File: src/rtl/matrix_input_loader_pkg.sv
// Shared constants for the matrix pipeline: dimensions, element width, packed layout, FSM encoding.
// Latency: n/a (definitions only).
// Backpressure: n/a.
package matrix_input_loader_pkg;

  localparam int MAX_DIM = 5;
  localparam int ELEM_W  = 8;
  localparam int DIM_W   = 3;
  localparam int SLOT_W  = MAX_DIM * MAX_DIM * ELEM_W;  // 200 bits per matrix
  localparam int PACK_W  = 2 * SLOT_W;                 // two matrices side by side

  // Loader FSM encoding, kept as plain constants so older stages can reuse it
  localparam logic [1:0] ST_IDLE = 2'd0;
  localparam logic [1:0] ST_LOAD = 2'd1;
  localparam logic [1:0] ST_DONE = 2'd2;

endpackage

File: src/rtl/matrix_input_loader_if.sv
// Control, element stream and packed-matrix bundle between a producer and the matrix loader.
// Latency: n/a (wiring only).
// Backpressure: elem_valid/elem_ready handshake on the element stream.
interface matrix_input_loader_if;
  import matrix_input_loader_pkg::*;

  logic              start;
  logic [DIM_W-1:0]  m;
  logic [DIM_W-1:0]  n;
  logic              slot;
  logic              elem_valid;
  logic [ELEM_W-1:0] elem_data;
  logic              elem_ready;
  logic [PACK_W-1:0] matrices_out;
  logic              busy;
  logic              done;
  logic              dim_error;

  modport master (
    output start, m, n, slot, elem_valid, elem_data,
    input  elem_ready, matrices_out, busy, done, dim_error
  );

  modport slave (
    input  start, m, n, slot, elem_valid, elem_data,
    output elem_ready, matrices_out, busy, done, dim_error
  );

endinterface

File: src/rtl/matrix_input_loader.sv
// Loads an m x n matrix, row-major, into one of two packed 5x5 slots; flags bad dimensions.
// Latency: m*n+2 cycles from accepted start to done pulse; each element visible the cycle after transfer.
// Backpressure: elem_ready high only while loading; elem_valid low simply stalls the load.
module matrix_input_loader #(
  parameter int MAX_DIM = matrix_input_loader_pkg::MAX_DIM,
  parameter int ELEM_W  = matrix_input_loader_pkg::ELEM_W
) (
  input  logic                  clk,
  input  logic                  reset,
  matrix_input_loader_if.slave  bus
);
  import matrix_input_loader_pkg::*;

  localparam int L_SLOT_W = MAX_DIM * MAX_DIM * ELEM_W;
  localparam int L_PACK_W = 2 * L_SLOT_W;
  localparam int OFF_W    = $clog2(L_PACK_W);

  logic [1:0]          r_state;
  logic [DIM_W-1:0]    r_row;
  logic [DIM_W-1:0]    r_col;
  logic [DIM_W-1:0]    r_m;
  logic [DIM_W-1:0]    r_n;
  logic                r_slot;
  logic [L_PACK_W-1:0] r_mat;
  logic                r_dim_err;

  logic                w_dims_ok;
  logic                w_start_ok;
  logic                w_start_bad;
  logic                w_xfer;
  logic                w_last_col;
  logic                w_last_row;
  logic [OFF_W-1:0]    w_bit_off;

  // Decode start acceptance, transfer qualification and the write position
  always_comb begin
    w_dims_ok   = (bus.m != '0) && (int'(bus.m) <= MAX_DIM) &&
                  (bus.n != '0) && (int'(bus.n) <= MAX_DIM);
    w_start_ok  = (r_state == ST_IDLE) && bus.start && w_dims_ok;
    w_start_bad = (r_state == ST_IDLE) && bus.start && !w_dims_ok;
    w_xfer      = (r_state == ST_LOAD) && bus.elem_valid;
    w_last_col  = (r_col == r_n - 3'd1);
    w_last_row  = (r_row == r_m - 3'd1);
    w_bit_off   = OFF_W'((int'(r_row) * MAX_DIM + int'(r_col)) * ELEM_W +
                         (r_slot ? L_SLOT_W : 0));
  end

  // FSM, row-major position counters, latched dimensions and the error pulse
  always_ff @(posedge clk) begin
    if (reset) begin
      r_state   <= ST_IDLE;
      r_row     <= '0;
      r_col     <= '0;
      r_m       <= '0;
      r_n       <= '0;
      r_slot    <= 1'b0;
      r_dim_err <= 1'b0;
    end else begin
      r_dim_err <= w_start_bad;
      case (r_state)
        ST_IDLE: begin
          if (w_start_ok) begin
            r_m     <= bus.m;
            r_n     <= bus.n;
            r_slot  <= bus.slot;
            r_row   <= '0;
            r_col   <= '0;
            r_state <= ST_LOAD;
          end
        end
        ST_LOAD: begin
          if (w_xfer) begin
            if (w_last_col) begin
              r_col <= '0;
              if (w_last_row) r_state <= ST_DONE;
              else            r_row   <= r_row + 3'd1;
            end else begin
              r_col <= r_col + 3'd1;
            end
          end
        end
        ST_DONE: r_state <= ST_IDLE;
        default: r_state <= ST_IDLE;
      endcase
    end
  end

  // Matrix storage: clear the target slot on accepted start, then write one element per transfer
  always_ff @(posedge clk) begin
    if (reset) begin
      r_mat <= '0;
    end else if (w_start_ok) begin
      if (bus.slot) r_mat[L_PACK_W-1:L_SLOT_W] <= '0;
      else          r_mat[L_SLOT_W-1:0]        <= '0;
    end else if (w_xfer) begin
      r_mat[w_bit_off +: ELEM_W] <= bus.elem_data;
    end
  end

  assign bus.elem_ready   = (r_state == ST_LOAD);
  assign bus.busy         = (r_state == ST_LOAD) || (r_state == ST_DONE);
  assign bus.done         = (r_state == ST_DONE);
  assign bus.dim_error    = r_dim_err;
  assign bus.matrices_out = r_mat;

endmodule

File: src/flat_wrapper.sv
// flat-port wrapper written by rule: the top's interface ports become plain ports
module matrix_input_loader_flat import matrix_input_loader_pkg::*;
#(
  parameter int MAX_DIM = matrix_input_loader_pkg::MAX_DIM,
  parameter int ELEM_W  = matrix_input_loader_pkg::ELEM_W
)
  (clk, reset, bus_start, bus_m, bus_n, bus_slot, bus_elem_valid, bus_elem_data, bus_elem_ready, bus_matrices_out, bus_busy, bus_done, bus_dim_error);
  matrix_input_loader_if bus_i ();
  input  logic clk;
  input  logic reset;
  input wire logic [$bits(bus_i.start)-1:0] bus_start;
  input wire logic [$bits(bus_i.m)-1:0] bus_m;
  input wire logic [$bits(bus_i.n)-1:0] bus_n;
  input wire logic [$bits(bus_i.slot)-1:0] bus_slot;
  input wire logic [$bits(bus_i.elem_valid)-1:0] bus_elem_valid;
  input wire logic [$bits(bus_i.elem_data)-1:0] bus_elem_data;
  output wire logic [$bits(bus_i.elem_ready)-1:0] bus_elem_ready;
  output wire logic [$bits(bus_i.matrices_out)-1:0] bus_matrices_out;
  output wire logic [$bits(bus_i.busy)-1:0] bus_busy;
  output wire logic [$bits(bus_i.done)-1:0] bus_done;
  output wire logic [$bits(bus_i.dim_error)-1:0] bus_dim_error;
  assign bus_i.start = bus_start;
  assign bus_i.m = bus_m;
  assign bus_i.n = bus_n;
  assign bus_i.slot = bus_slot;
  assign bus_i.elem_valid = bus_elem_valid;
  assign bus_i.elem_data = bus_elem_data;
  assign bus_elem_ready = bus_i.elem_ready;
  assign bus_matrices_out = bus_i.matrices_out;
  assign bus_busy = bus_i.busy;
  assign bus_done = bus_i.done;
  assign bus_dim_error = bus_i.dim_error;
  matrix_input_loader #(.MAX_DIM(MAX_DIM), .ELEM_W(ELEM_W)) u_core (.clk(clk), .reset(reset), .bus(bus_i));
endmodule
File: config.mk
export PLATFORM = sky130hd
export DESIGN_NAME = matrix_input_loader_flat
export DESIGN_NICKNAME = d
export VERILOG_FILES = /design/src/rtl/matrix_input_loader_pkg.sv /design/src/rtl/matrix_input_loader_if.sv /design/src/rtl/matrix_input_loader.sv /design/src/flat_wrapper.sv
export SDC_FILE = /design/constraint.sdc
export NUM_CORES = 1
export LEC_CHECK = 0
export CAP_MARGIN = 20
export CORE_AREA = 2 2 199 201
export DETAILED_ROUTE_END_ITERATION = 8
export DIE_AREA = 0 0 201 203
export PLACE_DENSITY = 0.76
export SYNTH_ARGS = -nofsm -noshare
export SYNTH_HDL_FRONTEND = slang
export SYNTH_SLANG_ARGS = --single-unit
File: constraint.sdc
create_clock -name clk -period 10.5 [get_ports clk]
set_clock_uncertainty 0.15 [all_clocks]
set_input_delay 1.575 -clock clk [delete_from_list [all_inputs] [get_ports clk]]
set_output_delay 1.575 -clock clk [all_outputs]
set_load 0.01 [all_outputs]
Fig. 1: run 1, where the registers sit
The bar under the picture is 50 um long. Other sequential cells in the stronger grey, the rest of the logic in the fainter grey.
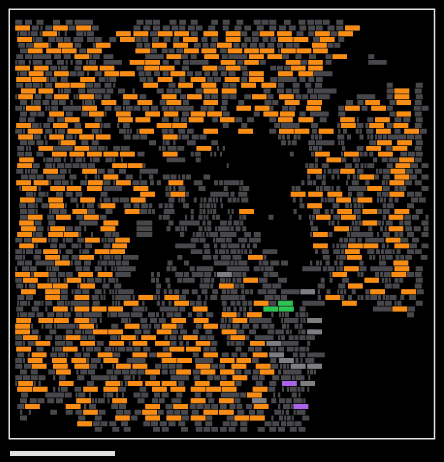
legend:
  green:
    signal: u_core.r_col
    flops: 3
  purple:
    signal: u_core.r_state
    flops: 2
  orange:
    signal: u_core.bus.matrices_out
    flops: 400
    where: spread over the die

Fig. 2: run 1, signal wires by layer
Two of the layers only.
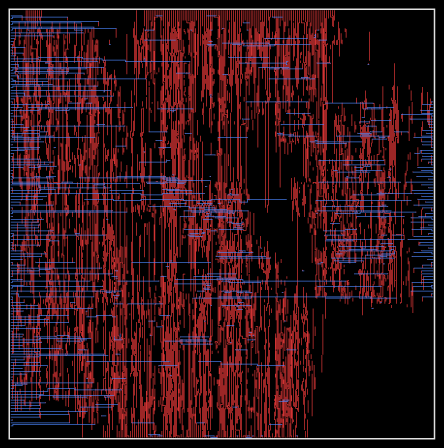
legend:
  red:
    layer: met2
    wire_length: 27.3 mm
  blue:
    layer: met3
    wire_length: 5900 um

Fig. 3: run 1, clock nets
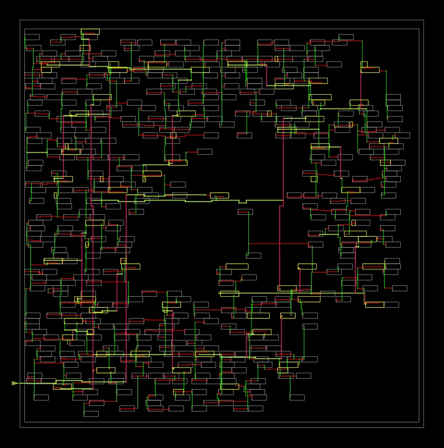
Clock Latency Late Sink: 0.58 ns
clk sinks: 416
Clk power: 0.00165 W

==> run summary, run 1 <==
impl run done, here's what came out: outcome completed, ratio of cells with drive above 1 in the final layout 6.81%, final RePlAce weighted congestion 0.936, total chip power 0.00446 W, Flops after synth 416, Synth top cell by count dfxtp_1, Setup crit start bus_n[2], Adder Share, Synth 1.72%, Finished Layout Cells 2531, Synth async-reset ratio 0%, CP Class primary input to register, total placed cells including tap cells 2452, top cells, area dfxtp_1 (51%), mux2i_1 (11%), nand2_1 (6.1%), a22o_1 (5.4%), o2bb2ai_1 (3.0%), largest net degree at the start of global routing 92, WP data required 10.85 ns, per-instance average area after synthesis 10.2 um2, Mux area share 10.8%, yosys stat cell total 1607, drt first pass iters 5, min-delay worst type register to register, most common logic cells in the final layout clkdlybuf4s50_1 (421), dfxtp_1 (416), nand2_1 (265), total core area 38500 um2, DRC errors left 0, Seq pwr share 36.6%, Gate Area 7680 um2, TNS Setup 0 ns, mapped cell area 16400 um2, Seq share, synth 50.8%, Via Count 14500, H-Tree Depth 2, clock buffer count from CTS 44, critical path startpoint category primary input, final setup vio count 0, Final Hold Fails 0, initial antenna violation count 2, area reported by Yosys stat 16400 um2, critical path arrival 5.82 ns, reg2reg end u_core.bus.matrices_out[69], DR iter-0 viols 1114, dominant logic cell type in the layout clkdlybuf4s50_1, Top logic family AND-OR/OR-AND gates, Crit. End Element register, Final Max Tran Viols 0, hold depth 1, Worst VDD drop 0.150 mV, Hold Buf Count CTS 0, CP Max Fanout 86, AO/OA Area Share 16.5%, Power Density 198 nW/um2, Cell variety after synth 66, crit share post-route 52.0%, most used flip-flop cell dfxtp_1, CTS tree done, placed cell areas 21000 um2, Critical Path Sink u_core.bus.matrices_out[219], fin area 22600 um2, Register Area 8330 um2, hold wc startpoint u_core.bus.matrices_out[227], Mapped Cells 1607, unrepaired setup endpoints after global routing false, Fmax achieved 183 MHz, Worst Hold End u_core.bus.matrices_out[227], sw frac 35.8%, r2r setup slk 5.06 ns, Mapped Nets 1648, Logic pwr share 26.5%, first-pass GRT wire length 86800 um, fp util 42.7%, post-layout net count 2022, min Tclk post-route 5.46 ns, Post-CTS Setup Inserts 0, Synth area leader dfxtp_1, CTS resizes 0, total net switching power 0.00160 W, Detail Route Antenna Nets 0, Pint 0.00286 W, chip area 40800 um2, GRT Util Overall 27.6%, Detailed Route WL 58900 um, max cap viols 0, Root Driver clkbuf_16, Reg2Reg Depth 12, Die Y 203 um, flip-flops with a built-in enable 0
==> run 1: layout make-up <==
class	instances	share of cell area [%]
timing repair buffer	438	19.3
clock buffer	61	5.52
antenna	2	0.0222
inverter	13	0.216
tap	518	2.87
clock inverter	15	1.19
multi-input combinational	1068	34.0
sequential	416	36.9
==> run 1: worst max-delay path, stage by stage <==
cell	delay (ns)
clkdlybuf4s50_1	0.44
or3_1	0.43
nand4b_1	0.11
buf_4	0.70
mux2i_1	0.97
nand2_1	0.44
nor3b_2	0.79
mux2i_1	0.27
==> run 1: metrics by stage <==
| step | hold WS [ns] | setup WS, ns | utilization [%] |
|---|---|---|---|
| floorplan | 0.286 | 6.33 | - |
| finish | 0.311 | 5.04 | 58.7 |
| global route | 0.324 | 4.77 | 58.7 |
| CTS | 0.310 | 5.12 | 58.6 |
| global placement | 0.291 | 4.71 | 54.7 |
| detailed placement | 0.297 | 4.57 | 54.7 |
==> run 1: routing by layer <==
| metal | part of all wire [%] | wire length (um) | track usage (%) |
|---|---|---|---|
| met1 | 38 | 22600 | 31.6 |
| met2 | 46 | 27300 | 45.2 |
| met3 | 10 | 5900 | 9.37 |
| met4 | 5.3 | 3140 | 15.6 |
| met5 | 0 | 0 | 0 |
==> run 1: sequential cells by signal (all words and copies together) (netlist names) <==
register and count:
u_core.r_state 2, u_core.r_slot 1, u_core.bus.matrices_out 400, u_core.r_row 3, u_core.r_m 3, u_core.r_col 3, u_core.r_n 3, u_core.bus.dim_error 1
==> run 1: power groups by stage <==
stage	Sequential (W)	Clock [W]	Combinational [W]
global placement	0.00167	0	0.00114
floorplan	0.00167	0	0.000805
CTS	0.00163	0.00166	0.00116
finish	0.00163	0.00165	0.00118
global route	0.00163	0.00172	0.00125
detailed placement	0.00167	0	0.00116
Fig. 4: run 1, cell density map
The bar under the picture is 50 um long. The die is cut into 20 by 20 equal tiles; dark purple is low, yellow is high, 0 to 100% covered.
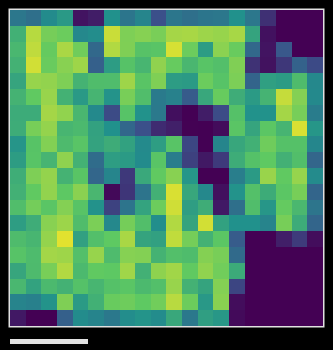

==> run 1 -> run 2 <==
==> constraint.sdc (replaced) <==
create_clock -name clk -period 5.1 [get_ports clk]
set_clock_uncertainty 0.15 [all_clocks]
set_input_delay 0.765 -clock clk [delete_from_list [all_inputs] [get_ports clk]]
set_output_delay 0.765 -clock clk [all_outputs]
set_load 0.01 [all_outputs]
Fig. 5: run 2, cell density map
The bar under the picture is 50 um long. The die is cut into 20 by 20 equal tiles; dark purple is low, yellow is high, 0 to 100% covered.
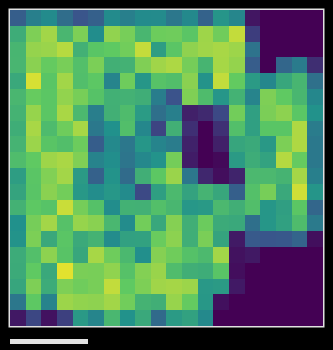
tiles over 75% full: 28%
emptiest ninth of the die: south-east
mean over tiles: 54%
nearly empty tiles: 11%
fullest tile: 96%

==> run 2 against run 1 <==
Clock power increased by 95%. Wire length increased by 1.0%. Non-clock buffer count increased by 37. Synthesized cell count unchanged. Via count increased by 0.40%. Setup slack got worse by 4.8 ns. Power increased by 110%. Count of clock-buffer cells in the layout decreased by 1. Combinational power increased by 120%. Sequential share of layout area decreased by 0.38 points.
==> run summary, run 2 <==
impl run done, here's what came out: Die Y 203 um (unchanged), gr busiest metal met2 (unchanged), Worst Hold End u_core.bus.matrices_out[331] (was u_core.bus.matrices_out[227]), chip area 40800 um2 (unchanged), most used flip-flop cell dfxtp_1 (unchanged), ratio of cells with drive above 1 in the final layout 8.82% (was 6.81%), CP Class register to register (was primary input to register), Cell variety after synth 66 (unchanged), Root Driver clkbuf_16 (unchanged), Reg2Reg Depth 12 (unchanged), first-pass GRT wire length 88500 um (was 86800 um), Comb group 0.00263 W (was 0.00118 W), Detailed Route WL 59600 um (was 58900 um), Synth top cell by count dfxtp_1 (unchanged), max incr delay on CP 0.60 ns (was 0.97 ns), Pint 0.00587 W (was 0.00286 W), Power Density 404 nW/um2 (was 198 nW/um2), clk sinks 416 (unchanged), largest net degree at the start of global routing 72 (was 92), top cells, area dfxtp_1 (51%), mux2i_1 (11%), nand2_1 (6.1%), a22o_1 (5.4%), o2bb2ai_1 (3.0%) (unchanged), top power group sequential cells (was the clock network), Setup WS post-layout 0.227 ns (was 5.04 ns), Critical Path Sink u_core.bus.matrices_out[90] (was u_core.bus.matrices_out[219]), Flops after synth 416 (unchanged), WP data required 5.42 ns (was 10.85 ns), Core Util, Final 59.3% (was 58.7%), Post-CTS Setup Inserts 0 (unchanged), Seq pwr share 36.5% (was 36.6%), Placement Setup Slack 0.235 ns (was 4.57 ns), hold depth 2 (was 1), total chip power 0.00921 W (was 0.00446 W), critical path arrival 5.20 ns (was 5.82 ns), Crit. End Element register (unchanged), min Tclk post-route 4.87 ns, Synth async-reset ratio 0% (unchanged), min-delay worst type register to register (unchanged), r2r setup slk 0.23 ns (was 5.06 ns), Final Max Tran Viols 0 (unchanged), Setup crit start u_core.r_row[0] (was bus_n[2]), Clk power 0.00322 W (was 0.00165 W), drt first pass iters 5 (unchanged), clock buffer count from CTS 43 (was 44), outcome completed (unchanged), Synth area leader dfxtp_1 (unchanged), final setup vio count 0 (unchanged), CTS tree done (unchanged), total net switching power 0.00334 W (was 0.00160 W), CTS resizes 0 (unchanged), yosys stat cell total 1607 (unchanged), hold wc startpoint u_core.bus.matrices_out[331] (was u_core.bus.matrices_out[227]), met3 usage in global routing 9.61% (was 9.37%), initial antenna violation count 3 (was 2), flip-flops with a built-in enable 0 (unchanged), Critical Path Most Common Cell ha_1 (was mux2i_1), met2 usage 48.1% (was 45.2%), GRT Util Overall 27.9% (was 27.6%), CP cell instances ha_1, ha_1, fa_1, xor2_1, ha_1, a31oi_2, xor2_2, and3_1, xor2_4, buf_4, nor4_4, mux2i_1 (was clkdlybuf4s50_1, or3_1, nand4b_1, buf_4, mux2i_1, nand2_1, nor3b_2, mux2i_1), max reg flops 400 (unchanged), Final Hold Fails 0 (unchanged), unrepaired setup endpoints after global routing false (unchanged), per-instance average area after synthesis 10.2 um2 (unchanged), Seq share, synth 50.8% (unchanged), Worst VDD drop 0.349 mV (was 0.150 mV), Slowest cell on crit path nor4_4 (was mux2i_1)
Fig. 6: run 2, wire density map
The die is cut into 20 by 20 equal tiles; dark purple is low, yellow is high, scaled to the fullest tile. Values are wire area over tile area, all layers added.
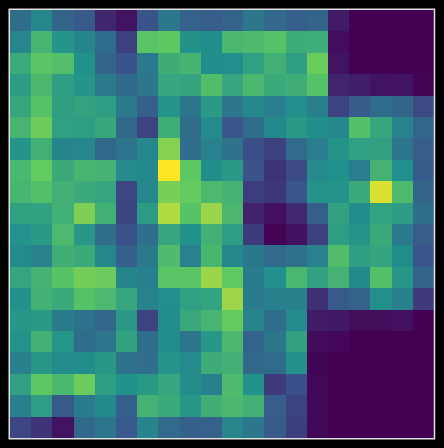
mean over tiles: 0.24
tiles over half the peak: 42%
fullest tile: 0.58
densest ninth of the die: west

run 2: cell types whose count changed in the layout (fill, tap and decap cells not counted), sizes merged:
| cell | before | now |
|---|---|---|
| diode | 2 | 3 |
| clkinvlp | 2 | 7 |
| bufinv | 6 | 2 |
| inv | 15 | 14 |
| clkinv | 5 | 10 |
| buf | 17 | 54 |
| clkbuf | 61 | 60 |
run 2: layout make-up:
cell class | count | area, um2
diodes | 3 | 7.51
fillers | 3207 | 15700
flip-flops and latches | 416 | 8330
multi-input cells | 1068 | 7690
inverters | 13 | 48.8
repair buffers | 475 | 4630
clock inverters | 20 | 196
well taps | 518 | 648
clock buffers | 60 | 1260
run 2: routing by layer:
layer / part of all wire, % / vias up
met5: 0.022 / -
met4: 3.5 / 2
met3: 9.5 / 132
met2: 48 / 692
met1: 39 / 7094
li1: - / 6631
run 2: kinds of logic (layout without fill, tap and decap cells):
logic type / Yosys count / after routing / share of synthesized area, %
compound gates: 343 / 343 / 16.5
xor+xnor: 25 / 25 / 1.85
fa+ha+maj: 22 / 22 / 1.72
buf+inv: 123 / 568 / 3.04
flops: 416 / 416 / 50.8
mux: 176 / 176 / 10.8
other cells: 0 / 3 / 0
simple gates: 502 / 502 / 15.3
run 2: critical path: cells and delay by family, from the launching register on:
| family | cells | cell delay, ns |
|---|---|---|
| flops | 1 | 0.45 |
| mux | 1 | 0.28 |
| buf+inv | 1 | 0.29 |
| xor+xnor | 3 | 0.83 |
| simple gates | 2 | 1.08 |
| fa+ha+maj | 4 | 1.40 |
| compound gates | 1 | 0.30 |
run 2: through the flow:
| step | hold WS [ns] | instances |
|---|---|---|
| after floorplan | 0.286 | 1607 |
| after global placement | 0.291 | 2490 |
| after detailed placement | 0.296 | 2490 |
| after CTS | 0.306 | 2570 |
| after global routing | 0.325 | 2572 |
| final | 0.306 | 2573 |
Fig. 7: run 2, clock nets
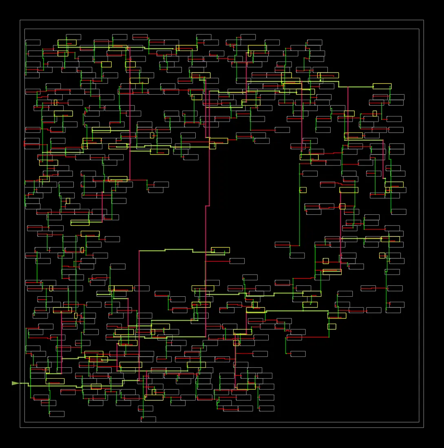

==> run 2 -> run 3 <==
--- a/config.mk
+++ b/config.mk
@@ -6,10 +6,13 @@
 export NUM_CORES = 1
 export LEC_CHECK = 0
 export CAP_MARGIN = 20
-export CORE_AREA = 2 2 199 201
+export CELL_PAD_IN_SITES_DETAIL_PLACEMENT = 1
+export CELL_PAD_IN_SITES_GLOBAL_PLACEMENT = 1
+export CORE_AREA = 2 2 214 216
 export DETAILED_ROUTE_END_ITERATION = 8
-export DIE_AREA = 0 0 201 203
-export PLACE_DENSITY = 0.76
+export DIE_AREA = 0 0 216 218
+export PLACE_DENSITY = 0.84
+export RECOVER_POWER = 50
 export SYNTH_ARGS = -nofsm -noshare
 export SYNTH_HDL_FRONTEND = slang
 export SYNTH_SLANG_ARGS = --single-unit
Fig. 8: run 3, clock nets
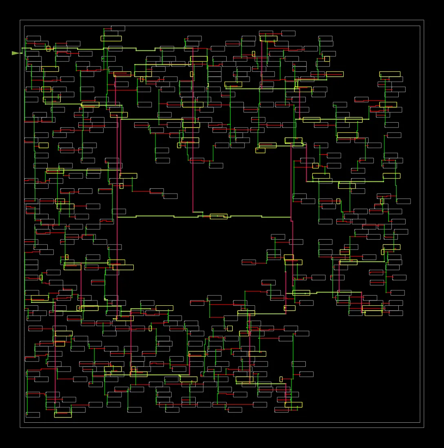
Flop Count: 416
Clock Latency Late Sink: 0.56 ns

Fig. 9: run 3, signal wires by layer
Two of the layers only.
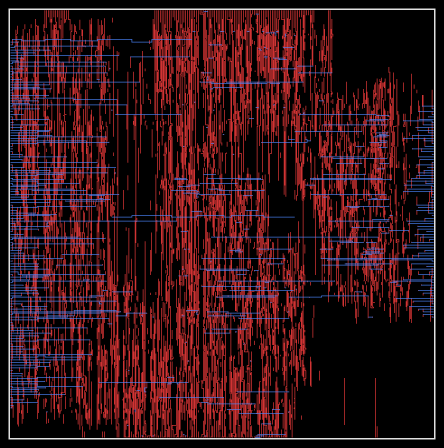
legend:
  red:
    layer: met2
    wire_length: 32.1 mm
  blue:
    layer: met3
    wire_length: 5770 um

==> run 3 against run 2 <==
The flow now finishes with violations (max-capacitance violations, max-slew violations). First-iteration DRC count is 1.7% lower. Maximum frequency is 0.77% higher. Global-route usage is 0.34 points lower. Via count is 1.5% higher. Setup slack better by 0.037 ns. Non-clock buffer count is 3 higher.
==> run summary, run 3 <==
impl run done, here's what came out: outcome complete, but fails checks (was completed), failing checks max-capacitance violations, max-slew violations, drt first pass iters 5 (unchanged), Fin Hold WS 0.305 ns (was 0.306 ns), dominant logic cell type in the layout dfxtp_1 (was clkdlybuf4s50_1), Final Max Tran Viols 70 (was 0), TNS Setup 0 ns (unchanged), WP data required 5.43 ns (was 5.42 ns), max incr delay on CP 0.75 ns (was 0.60 ns), Crit path max-delay family AND-OR/OR-AND gates (was adder cells), clk sinks 416 (unchanged), unrepaired setup endpoints after global routing false (unchanged), initial antenna violation count 5 (was 3), mapped cell area 16400 um2 (unchanged), per-instance average area after synthesis 10.2 um2 (unchanged), min Tclk post-route 4.84 ns (was 4.87 ns), Fmax achieved 207 MHz (was 205 MHz), Flops after synth 416 (unchanged), final RePlAce weighted congestion 0.881 (was 0.907), Setup crit start u_core.r_row[0] (unchanged), fp util 36.5% (was 42.7%), most common logic cells in the final layout dfxtp_1 (416), dlygate4sd3_1 (402), nand2_1 (265) (was clkdlybuf4s50_1 (421), dfxtp_1 (416), nand2_1 (265)), M1 WL 26400 um (was 23100 um), first-pass GRT wire length 99600 um (was 88500 um), most used flip-flop cell dfxtp_1 (unchanged), max cap viols 1 (was 0), Final Hold Fails 0 (unchanged), Buf+Inv Stages, Crit Path 1 (unchanged), flip-flops with a built-in enable 0 (unchanged), top power group the clock network (was sequential cells), chip area 47100 um2 (was 40800 um2), post-layout net count 2063 (was 2058), Seq pwr share 35.6% (was 36.5%), largest net degree at the start of global routing 71 (was 72), top routing layer in use met4 (was met5), yosys stat cell total 1607 (unchanged), Critical Path Most Common Cell ha_1 (unchanged), Synth top cell by count dfxtp_1 (unchanged), Crit. End Element register (unchanged), Detailed Route WL 66800 um (was 59600 um)
[run 3: cell counts after synthesis]
No cell type changed its count.
[run 3: what timing repair did]
item                       CTS  global route
setup buffers                0             0
setup endpoints to repair    0            39
hold buffers                 0             0
resized                      0             1
[run 3: worst max-delay path by stage]
stage | cells after the start | to | slack, ns
2_1_floorplan | 16 | u_core.bus.matrices_out[32] | 0.93
4_1_cts | 11 | u_core.bus.matrices_out[14] | 0.16
6_report | 14 | u_core.bus.matrices_out[240] | 0.26
3_5_place_dp | 11 | u_core.bus.matrices_out[11] | 0.17
3_3_place_gp | 13 | u_core.bus.matrices_out[65] | 0.34
5_1_grt | 11 | u_core.bus.matrices_out[330] | 0.007
[run 3: stage by stage]
stage	total power, W	utilization, %	instance area (um2)	std cells
floorplan	0.00509	-	16400	1607
global placement	0.00593	47.9	21500	2575
detailed placement	0.00601	47.9	21500	2575
CTS	0.00943	51.3	23000	2655
global route	0.00976	51.4	23100	2659
finish	0.00942	51.4	23100	2660
[run 3: area by class of cell]
type / instances / area [um2]
Tap cell: 600 / 751
Clock buffer: 64 / 1300
Fill cell: 4834 / 21800
Sequential cell: 416 / 8330
Inverter: 13 / 48.8
Clock inverter: 16 / 250
Timing Repair Buffer: 478 / 4690
Antenna cell: 5 / 12.5
Multi-Input combinational cell: 1068 / 7690
[run 3: cells by family (layout without fill, tap and decap cells)]
| family | count (synthesis) | in the layout | share of synthesized area (%) |
|---|---|---|---|
| compound gates | 343 | 343 | 16.5 |
| xor+xnor | 25 | 25 | 1.85 |
| fa+ha+maj | 22 | 22 | 1.72 |
| buf+inv | 123 | 571 | 3.04 |
| flops | 416 | 416 | 50.8 |
| mux | 176 | 176 | 10.8 |
| other cells | 0 | 5 | 0 |
| simple gates | 502 | 502 | 15.3 |
Power figures rest on the tool's default switching activity, not on a simulated workload.
